**Run 1: sequential cells colored by netlist name**

Scale bar: 20 um. Other sequential cells in the stronger gray, the rest of the logic in the fainter gray.
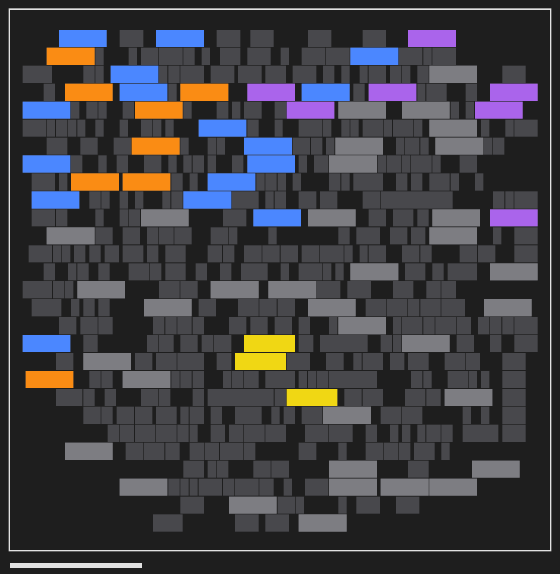
**Run 1: cell outlines without signal wires**

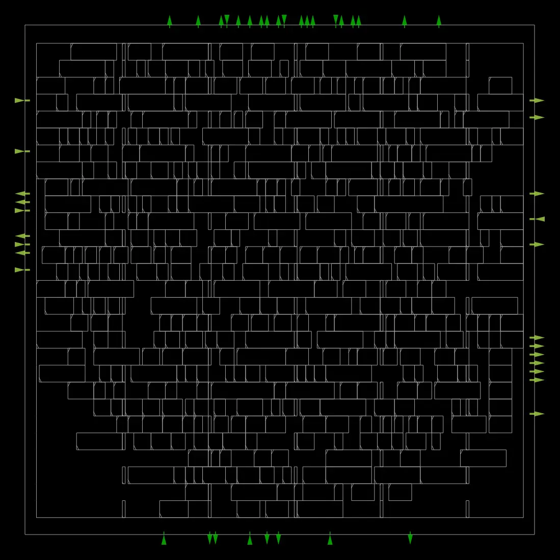
**Run 1: wire density map**

The die is cut into 16 by 16 equal tiles; dark blue is low, red is high, scaled to the fullest tile. Values are wire area over tile area, all layers added.
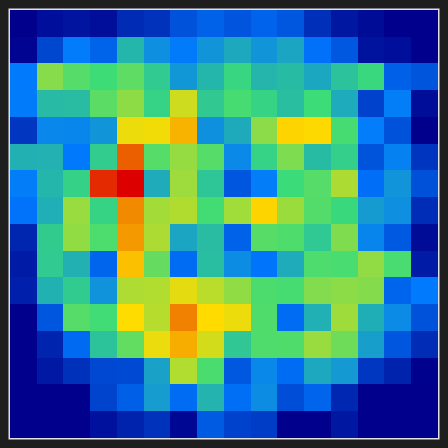
**Run 1: clock wires, drivers and flops**

Scale bar: 20 um.
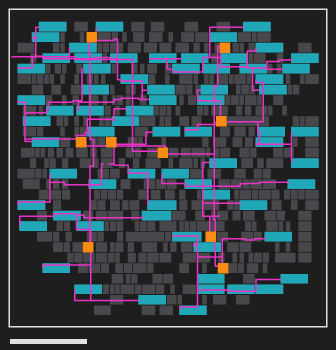
### config.mk
export PLATFORM = sky130hd
export DESIGN_NAME = program_loader
export DESIGN_NICKNAME = d
export VERILOG_FILES = /design/src/rtl/loader_pkg.sv /design/src/rtl/program_loader.sv
export SDC_FILE = /design/constraint.sdc
export NUM_CORES = 1
export LEC_CHECK = 0
export ABC_CLOCK_PERIOD_IN_PS = 2100
export CORE_MARGIN = 1.5
export CORE_UTILIZATION = 50
export CTS_BUF_LIST = sky130_fd_sc_hd__clkbuf_4
export CTS_CLUSTER_DIAMETER = 30
export DETAILED_ROUTE_END_ITERATION = 16
export PLACE_DENSITY = 0.77
export SLEW_MARGIN = 0
export SYNTH_ARGS = -nofsm -noshare
export SYNTH_HDL_FRONTEND = slang
export SYNTH_SLANG_ARGS = --single-unit
### constraint.sdc
create_clock -name Clk -period 2.1 [get_ports Clk]
set_clock_uncertainty 0.15 [all_clocks]
set_input_delay 0.21 -clock Clk [delete_from_list [all_inputs] [get_ports Clk]]
set_output_delay 0.21 -clock Clk [all_outputs]
set_load 0.01 [all_outputs]
### src/rtl/loader_pkg.sv
// Shared types and constants for the boot-time program loader.
package loader_pkg;

  typedef enum logic [2:0] {
    IDLE,
    LEN,
    HI,
    LO,
    CHK,
    RUN,
    HALTED,
    ERR
  } state_e;

  localparam logic [15:0] HALT_INSTR = 16'h5000;
  localparam int unsigned MAX_WORDS  = 128;

endpackage

### src/rtl/program_loader.sv
// Loads a length-prefixed, XOR-checksummed byte stream into instruction memory and
// holds the processor in reset until a verified image is present.
module program_loader
  import loader_pkg::*;
#(
  parameter int unsigned ADDR_W = 7,
  parameter int unsigned DATA_W = 16
) (
  input  logic              Clk,
  input  logic              Reset,
  input  logic              In_Valid,
  input  logic [7:0]        In_Data,
  output logic              In_Ready,
  input  logic              Halt,
  output logic              IM_Wr,
  output logic [ADDR_W-1:0] IM_Addr,
  output logic [DATA_W-1:0] IM_Data,
  output logic              Proc_Reset,
  output logic              Done,
  output logic              Error,
  output logic [7:0]        WordCount
);

  state_e              state_q;
  logic [7:0]          len_q;
  logic [7:0]          hi_q;
  logic [7:0]          acc_q;
  logic [ADDR_W-1:0]   addr_q;
  logic                xfer;

  always_comb begin
    In_Ready = 1'b0;
    unique case (state_q)
      LEN, HI, LO, CHK: In_Ready = 1'b1;
      default:          In_Ready = 1'b0;
    endcase
  end

  assign xfer = In_Valid && In_Ready;

  always_ff @(posedge Clk) begin
    if (!Reset) begin
      state_q    <= IDLE;
      len_q      <= 8'd0;
      hi_q       <= 8'd0;
      acc_q      <= 8'd0;
      addr_q     <= '0;
      IM_Wr      <= 1'b0;
      IM_Addr    <= '0;
      IM_Data    <= '0;
      Proc_Reset <= 1'b1;
      Done       <= 1'b0;
      Error      <= 1'b0;
      WordCount  <= 8'd0;
    end else begin
      IM_Wr <= 1'b0;
      unique case (state_q)
        IDLE: state_q <= LEN;

        LEN: begin
          if (xfer) begin
            // Done from a previous run is only cleared once a new image starts.
            Done <= 1'b0;
            if (In_Data == 8'd0 || 32'(In_Data) > MAX_WORDS) begin
              state_q <= ERR;
              Error   <= 1'b1;
            end else begin
              len_q     <= In_Data;
              acc_q     <= 8'd0;
              WordCount <= 8'd0;
              addr_q    <= '0;
              state_q   <= HI;
            end
          end
        end

        HI: begin
          if (xfer) begin
            hi_q    <= In_Data;
            acc_q   <= acc_q ^ In_Data;
            state_q <= LO;
          end
        end

        LO: begin
          if (xfer) begin
            acc_q     <= acc_q ^ In_Data;
            IM_Wr     <= 1'b1;
            IM_Addr   <= addr_q;
            IM_Data   <= DATA_W'({hi_q, In_Data});
            addr_q    <= addr_q + ADDR_W'(1);
            WordCount <= WordCount + 8'd1;
            state_q   <= (WordCount + 8'd1 == len_q) ? CHK : HI;
          end
        end

        CHK: begin
          if (xfer) begin
            if (In_Data == acc_q) begin
              state_q    <= RUN;
              Proc_Reset <= 1'b0;
            end else begin
              state_q <= ERR;
              Error   <= 1'b1;
            end
          end
        end

        RUN: begin
          if (Halt) begin
            state_q    <= HALTED;
            Proc_Reset <= 1'b1;
            Done       <= 1'b1;
          end
        end

        HALTED: state_q <= LEN;

        ERR: state_q <= ERR;

        default: state_q <= IDLE;
      endcase
    end
  end

endmodule

==> run summary, run 1 <==
Status: complete, no violations
Sw Pwr: 0.00116 W
Gate Area: 0.00164 mm2
Most common reg cell: dfxtp_1
Pre-CTS WS: -0.545 ns
Initial antenna violation count: 0
Die area: 0.00670 mm2
Final ANT Viol Nets: 0
Logic inverters: 4
Setup Buffers After CTS: 0
1st-iter DRT viols: 161
Seq share, synth: 44.5%
Cell taking the most area after synthesis: dfxtp_1
Critical path type: reg -> out
Layout non-clock buf frac: 18.4%
MI comb cells: 285
Critical path's slowest cell: clkdlybuf4s50_1
Die Span Y: 81.8 um
Max incr delay on CP: 0.56 ns
Setup_tns: 0 ns
Met3 Use GR: 3.33%
Core Footprint: 0.00596 mm2
Final hold viol count: 0
Final cell count without fillers: 526
Reg clk slew, reported paths: 0.12 ns
Top class by area: logic gates
CTS max path bufs: 2
Mapped Area: 0.00311 mm2
Area after DPL: 0.00383 mm2
Area share, top type: 44.5%
Asr flop ratio synth: 0%
Io pins: 48
Int Power: 0.00221 W
Clock-cell share: 3.31%
Clock Tree Root: clkbuf_4
Vias in the first global route: 2,713
Final net count: 461
Notes on 'sequential cells colored by netlist name' above:
orange -> hi_q  # sequential cells 8, where north-west
purple -> IM_Addr  # sequential cells 7
blue -> IM_Data  # sequential cells 16
yellow -> state_q  # sequential cells 3
not colored = 35

Notes on 'cell outlines without signal wires' above:
Taps Inserted: 75
registers: 69
# rows: 28

Notes on 'wire density map' above:
fullest tile = 0.53
nearly empty tiles = 9.8%
tiles over half the peak = 30%
mean over tiles = 0.19
vias: 2,945
GRT Resource Usage Total: 25.1%
Wirelength per Cell: 15.0 um
Routed WL: 7.88 mm

Notes on 'clock wires, drivers and flops' above:
cyan -> flip-flops  # count 69
orange -> cells driving clock nets  # count 9
magenta -> clock wires  # length 889 um
routed clock nets = 10
flops lie = spread over the die
clock distribution power: 0.000855 W
Insertion Delay late pin: 0.42 ns
Clock power frac: 25.4%

-- run 1: worst paths after layout --
check / from / endpoint / slack, ns / depth (start not counted)
max: state_q[0] / In_Ready / 0.06 / 3
min: In_Data[4] / hi_q[4] / 0.08 / 4
max reg2reg: WordCount[0] / state_q[2] / 0.14 / 6
min reg2reg: Error / Error / 0.31 / 2
-- run 1: cells by family (layout without fill, tap and decap cells) --
group / after synthesis / in the layout / share of synthesized area (%)
compound gates: 95 / 95 / 17.6
xor+xnor: 25 / 25 / 7.05
fa+ha+maj: 2 / 2 / 0.805
buf+inv: 28 / 97 / 3.54
flops: 69 / 69 / 44.5
mux: 9 / 9 / 2.90
simple gates: 154 / 154 / 23.6
==> run 2, diff against run 1 <==
--- a/config.mk
+++ b/config.mk
@@ -6,5 +6,4 @@
 export NUM_CORES = 1
 export LEC_CHECK = 0
-export ABC_CLOCK_PERIOD_IN_PS = 2100
 export CORE_MARGIN = 1.5
 export CORE_UTILIZATION = 50
==> constraint.sdc (replaced) <==
create_clock -name Clk -period 2.1 [get_ports Clk]
set_clock_uncertainty 0.15 [all_clocks]
set_input_delay 0.525 -clock Clk [delete_from_list [all_inputs] [get_ports Clk]]
set_output_delay 0.525 -clock Clk [all_outputs]
set_load 0.01 [all_outputs]
**Run 2: cell outlines without signal wires**

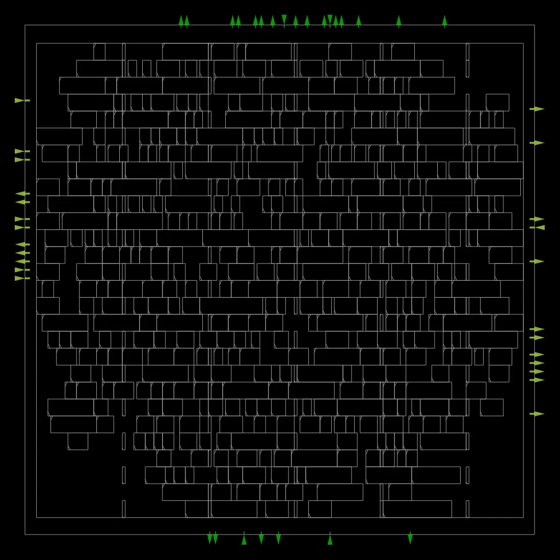
Finished Core Util: 69.0%
final cell count without fillers: 539
fill cell count: 487
Seq/total area: 33.8%

**Run 2: sequential cells colored by netlist name**

Scale bar: 20 um. Other sequential cells in the stronger gray, the rest of the logic in the fainter gray.
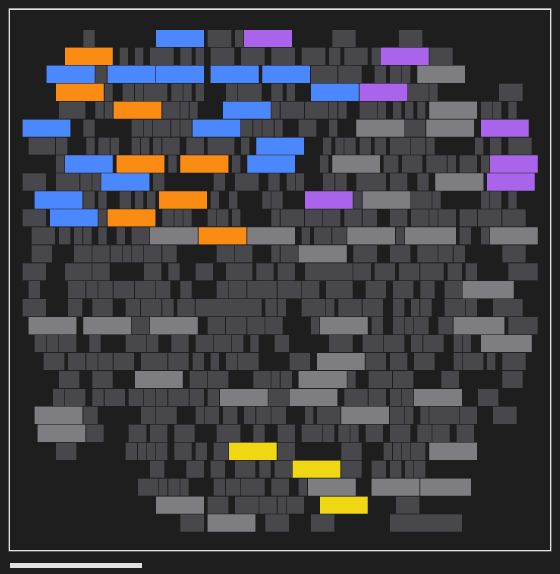
orange -> hi_q  # sequential cells 8
blue -> IM_Data  # sequential cells 16
purple -> IM_Addr  # sequential cells 7
yellow -> state_q  # sequential cells 3
not colored = 35

**Run 2: wire density map**

The die is cut into 16 by 16 equal tiles; dark blue is low, red is high, scaled to the fullest tile. Values are wire area over tile area, all layers added.
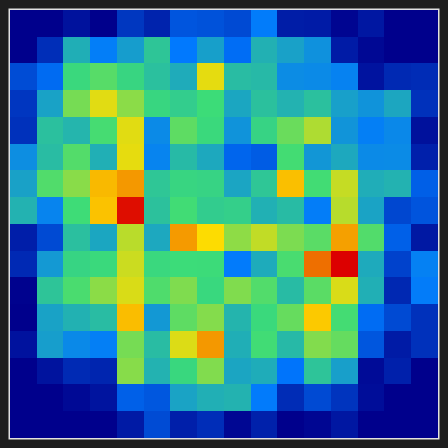
tiles over half the peak = 24%
nearly empty tiles = 11%
fullest tile = 0.55
mean over tiles = 0.18

==> run summary, run 2 <==
Compound Share, Synth: 17.6% (unchanged)
Wirelength per Cell: 14.4 um (was 15.0 um)
Cell taking the most area after synthesis: dfxtp_1 (unchanged)
Setup Buffers After CTS: 1 (was 0)
Core Footprint: 0.00596 mm2 (unchanged)
Critical path type: in -> reg (was reg -> out)
Asr flop ratio synth: 0% (unchanged)
Reg2reg path depth: 6 (unchanged)
Reg clk slew, reported paths: 0.12 ns (about the same)
Setup_tns: -0.234 ns (was 0 ns)
Final setup vio count: 9 (was 0)
Routed WL: 7.78 mm (was 7.88 mm)
Post-route setup slack: -0.0506 ns (was 0.0599 ns)
Sw Pwr: 0.00121 W (was 0.00116 W)
Die Span Y: 81.8 um (unchanged)
Seq share, synth: 44.5% (unchanged)
Dominant combinational family: simple AND/OR/NAND/NOR gates (unchanged)
Insertion Delay late pin: 0.42 ns (about the same)
Vias in the first global route: 2,714 (was 2,713)
Area share, top type: 44.5% (unchanged)
Status: finished, violations left (was complete, no violations)
Io pins: 48 (unchanged)
Most common reg cell: dfxtp_1 (unchanged)
Failing checks: setup timing
run 2: cell counts after synthesis:
Identical to the previous run, type by type.
run 2: cell type report:
type	instances	area [um2]	share of cell area, %
clock inverters	7	73.8	1.80
well taps	75	93.8	2.28
multi-input cells	285	1660	40.5
repair buffers	90	810	19.7
flip-flops and latches	69	1390	33.8
clock buffers	9	67.6	1.64
inverters	4	15.0	0.365
run 2: routing by layer:
layer	global-route usage, %	share of wire (%)
met1	32.4	45
met2	39.7	48
met3	4.11	5.2
met4	10.8	1.5
met5	0	0
run 2: path summary, 6_finish.rpt:
check / start / end / slack, ns
setup / recovery: In_Data[3] / state_q[2] / -0.05
setup reg to reg: WordCount[0] / state_q[1] / 0.28
hold reg to reg: Error / Error / 0.30
hold / removal: Error / Error / 0.30
Power and IR drop assume default switching activity.
